**src/rtl/gray_count_tx.sv**
```systemverilog
// Source-domain binary/Gray counter feeding a multi-flop synchronizer.
// All outputs are registered; GRAY_OUT is encoded from the next binary value.
module gray_count_tx #(
    parameter int unsigned bus_width = 4,
    parameter bit          SAT_MODE  = 1'b0
) (
    input  logic                 CLK_source_count,
    input  logic                 RST_counter,
    input  logic                 EN,
    input  logic                 CLR,
    input  logic                 DIR,
    output logic [bus_width-1:0] BIN_OUT,
    output logic [bus_width-1:0] GRAY_OUT,
    output logic                 TOG,
    output logic                 WRAP
);

    logic [bus_width-1:0] bin_q, bin_d;
    logic [bus_width-1:0] gray_q, gray_d;
    logic                 tog_q, tog_d;
    logic                 wrap_q, wrap_d;
    logic                 at_bound;

    always_comb begin
        bin_d    = bin_q;
        tog_d    = tog_q;
        wrap_d   = 1'b0;
        at_bound = DIR ? (bin_q == {bus_width{1'b1}}) : (bin_q == '0);
        if (CLR) begin
            bin_d = '0;
        end else if (EN) begin
            // In saturating mode a step past the bound is not a step at all.
            if (!(at_bound && SAT_MODE)) begin
                bin_d  = DIR ? bin_q + 1'b1 : bin_q - 1'b1;
                tog_d  = ~tog_q;
                wrap_d = at_bound;
            end
        end
        gray_d = bin_d ^ (bin_d >> 1);
    end

    always_ff @(posedge CLK_source_count or negedge RST_counter) begin
        if (!RST_counter) begin
            bin_q  <= '0;
            gray_q <= '0;
            tog_q  <= 1'b0;
            wrap_q <= 1'b0;
        end else begin
            bin_q  <= bin_d;
            gray_q <= gray_d;
            tog_q  <= tog_d;
            wrap_q <= wrap_d;
        end
    end

    assign BIN_OUT  = bin_q;
    assign GRAY_OUT = gray_q;
    assign TOG      = tog_q;
    assign WRAP     = wrap_q;

endmodule

```
**config.mk**
```make
export PLATFORM = sky130hd
export DESIGN_NAME = gray_count_tx
export DESIGN_NICKNAME = d
export VERILOG_FILES = /design/src/rtl/gray_count_tx.sv
export SDC_FILE = /design/constraint.sdc
export NUM_CORES = 1
export LEC_CHECK = 0
export ABC_AREA = 1
export CAP_MARGIN = 20
export CORE_AREA = 2 2 39 41
export CTS_BUF_LIST = sky130_fd_sc_hd__clkbuf_8
export CTS_CLUSTER_SIZE = 20
export DETAILED_ROUTE_END_ITERATION = 12
export DIE_AREA = 0 0 41 43
export PLACE_DENSITY = 0.74
export SETUP_SLACK_MARGIN = 0.2
export SLEW_MARGIN = 15
export SYNTH_ARGS = -nofsm -noshare
export SYNTH_HDL_FRONTEND = slang
export SYNTH_SLANG_ARGS = --single-unit
```
**constraint.sdc**
```tcl
create_clock -name CLK_source_count -period 1.32 [get_ports CLK_source_count]
set_input_delay 0.264 -clock CLK_source_count [delete_from_list [all_inputs] [get_ports CLK_source_count]]
set_output_delay 0.264 -clock CLK_source_count [all_outputs]
set_load 0.02 [all_outputs]
```
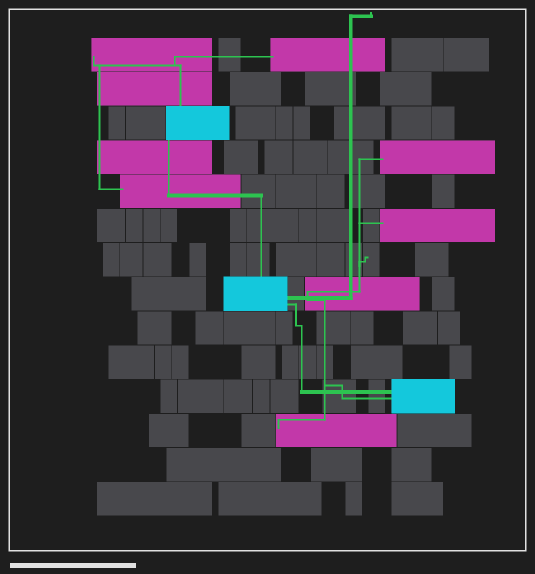
Fig. 1. Clock wires, drivers and flops (run 1).
Scale bar: 10 um.
cyan -> cells driving clock nets  # count 3
magenta -> flip-flops  # count 9
green -> clock wires  # length 155 um
routed clock nets = 4

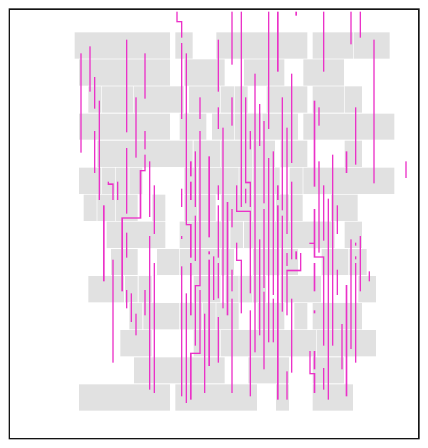
Fig. 2. Met2 routing (run 1).
wire length on this layer = 802 um
main direction = vertical

==> flow_summary.rst, run 1 <==
Metrics
=======

.. list-table::
   :header-rows: 1

   * - Metric
     - Value
   * - Clock tree from TritonCTS
     - yes
   * - Comb area share
     - 0.345
   * - Failing checks
     - negative setup slack
   * - Switching power as a share of total power
     - 0.328
   * - Internal power component
     - between 700 and 800 uW
   * - Top routing layer used
     - met4
   * - Comb group
     - 450 uW
   * - Die outline width
     - 41 um
   * - Dominant kind of cell by area
     - multi-input combinational cells
   * - Leakage power figure
     - 0.000446 uW
   * - Sequential area share after synthesis
     - 0.457
   * - Post-synth tally of flip-flops with integrated enable
     - 0
   * - R2R setup slack
     - -0.12 ns
   * - Netlist area before placement
     - between 400 and 500 um^2
   * - Sequential cell fraction of total power
     - 0.317
   * - Clock-pin transition on the worst setup and hold timing paths
     - 0.05 ns
   * - Post-synthesis cell type with the largest combined area
     - dfrtp_1
   * - Placed wire-length estimate after detailed placement
     - 907 um
   * - Tap cell instance count
     - 16
   * - DRC violation total after the first TritonRoute iteration
     - 7
   * - Final setup violation count
     - 7
   * - Clock Latency Late Sink
     - 0.24 ns
   * - Crit-path cells
     - fa_2 -> or2_1 -> nand2_2 -> xor2_1
   * - Reg2Reg Depth
     - 4
   * - OpenROAD warnings
     - 29
   * - Number of buffers other than clock buffers in the final layout
     - 31
   * - Worst path depth
     - 4
   * - Final critical-path required period
     - 1.44 ns
   * - Slew at the pin with the worst max-slew slack
     - a little over 0.4 ns
   * - MUX area fraction
     - 0
   * - Fraction of the core area covered by cells at the end of the flow
     - 0.642
   * - Share of flip-flops with an asynchronous set or reset after synthesis
     - 1.00
   * - Post-route worst setup slack
     - -0.116 ns
   * - Run status
     - finished, violations left
   * - Largest register FFs
     - 4
   * - Power Sequential
     - around 350 uW
   * - Worst R2R Start
     - BIN_OUT[0]
   * - Antenna violations before repair
     - 0
   * - Commonest cells after routing, fill and taps aside
     - 12 x buf_4, 9 x nand2_1, 8 x nor2_1, 8 x buf_6, 6 x dfrtp_1
   * - Reg-to-reg endpoint
     - GRAY_OUT[1]
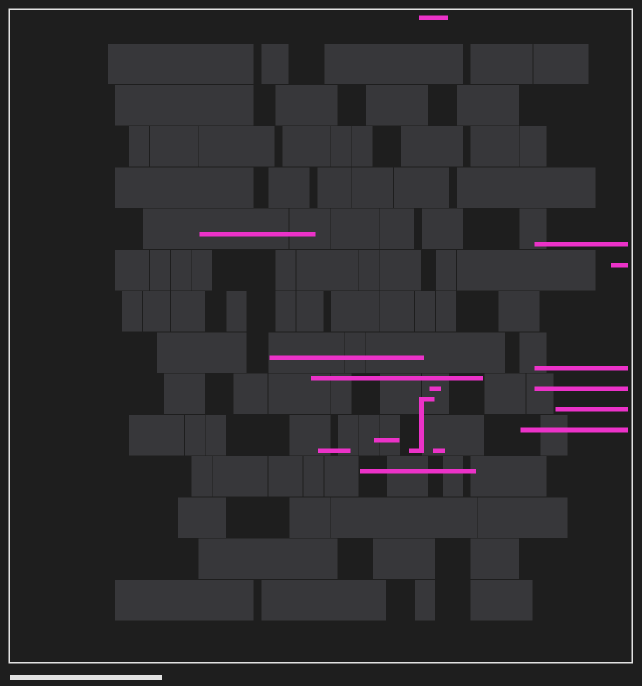
Fig. 3. Signal wires on met3 (run 1).
Scale bar: 10 um.
wire length on this layer = 75.4 um
main direction = horizontal
nets with wire on the layer = 13
longest straight run = 11.0 um
overall routed net length: 1.46 mm
met3 demand-to-capacity share in global routing: 0.0785
count of vias placed by the detailed router: 501

==> run 1 -> run 2 <==
--- a/config.mk
+++ b/config.mk
@@ -12,8 +12,9 @@
 export CTS_CLUSTER_SIZE = 20
 export DETAILED_ROUTE_END_ITERATION = 12
 export DIE_AREA = 0 0 41 43
-export PLACE_DENSITY = 0.74
+export PLACE_DENSITY = 0.66
 export SETUP_SLACK_MARGIN = 0.2
+export SKIP_LAST_GASP = 1
 export SLEW_MARGIN = 15
 export SYNTH_ARGS = -nofsm -noshare
 export SYNTH_HDL_FRONTEND = slang
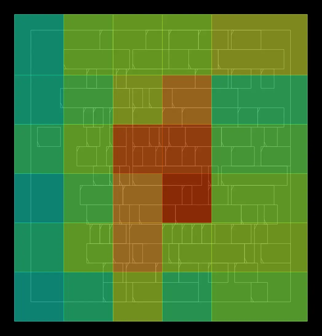
Fig. 4. Track usage over the die (run 2).
met2 track utilization from global routing: 0.263
combined global-route utilization of all metal layers: 0.175
fraction of the core area covered by cells at the end of the flow: 0.630
global routing met1 resource utilization: 0.203
routed length per instance: 11.5 um

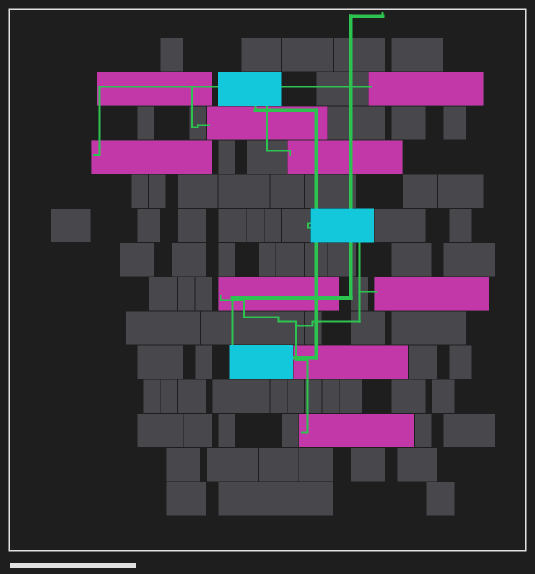
Fig. 5. Clock wires, drivers and flops (run 2).
Scale bar: 10 um.
cyan -> cells driving clock nets  # count 3
green -> clock wires  # length 147 um
magenta -> flip-flops  # count 9
routed clock nets = 4
Worst Clk Skew: 0.000610 ns
reported clock group power: 308 uW

==> run 2 against run 1 <==
Net effect:
- the flow still finishes with violations (negative setup slack)
- first-iteration DRC count is 29% higher
- sequential power hardly changed
- synthesized cell count stayed put
- final area is 1.8% lower
- clock skew is 0.0050 ns lower
- sequential share of layout area is 0.48 points higher
- largest cell class unchanged
==> flow_summary.rst, run 2 <==
Metrics
=======

.. list-table::
   :header-rows: 1

   * - Metric
     - Value
   * - DRC violation total after the first TritonRoute iteration
     - 9
   * - Final setup violation count
     - 5
   * - Commonest cells after routing, fill and taps aside
     - 10 x buf_4, 8 x nand2_1, 8 x buf_6
   * - Die outline width
     - between 40 and 50 um
   * - Reg2Reg Depth
     - 4
   * - Number of buffers other than clock buffers in the final layout
     - 29
   * - Post-route worst setup slack
     - -0.0938 ns
   * - Overall routed net length
     - 1.22 mm
   * - Comb area share
     - 0.343
   * - Placed wire-length estimate after detailed placement
     - 842 um
   * - Failing checks
     - negative setup slack
   * - Sequential cell fraction of total power
     - 0.326
   * - Internal power component
     - 737 uW
   * - Share of flip-flops with an asynchronous set or reset after synthesis
     - 1.00
   * - Switching power as a share of total power
     - 0.322
   * - Final critical-path required period
     - between 1 and 1.5 ns
   * - Reg-to-reg endpoint
     - GRAY_OUT[1]
   * - Clock Latency Late Sink
     - 0.23 ns
   * - Post-synthesis cell type with the largest combined area
     - dfrtp_1
   * - Dominant kind of cell by area
     - multi-input combinational cells
   * - R2R setup slack
     - -0.09 ns
   * - Clock tree from TritonCTS
     - yes
   * - Top routing layer used
     - met4
   * - Tap cell instance count
     - 16
   * - MUX area fraction
     - 0
   * - Power Sequential
     - 354 uW
   * - OpenROAD warnings
     - 29
   * - Comb group
     - 425 uW
   * - Worst R2R Start
     - BIN_OUT[1]
   * - Run status
     - finished, violations left
   * - Post-synth tally of flip-flops with integrated enable
     - 0
Power figures rest on the tool's default switching activity, not on a simulated workload.
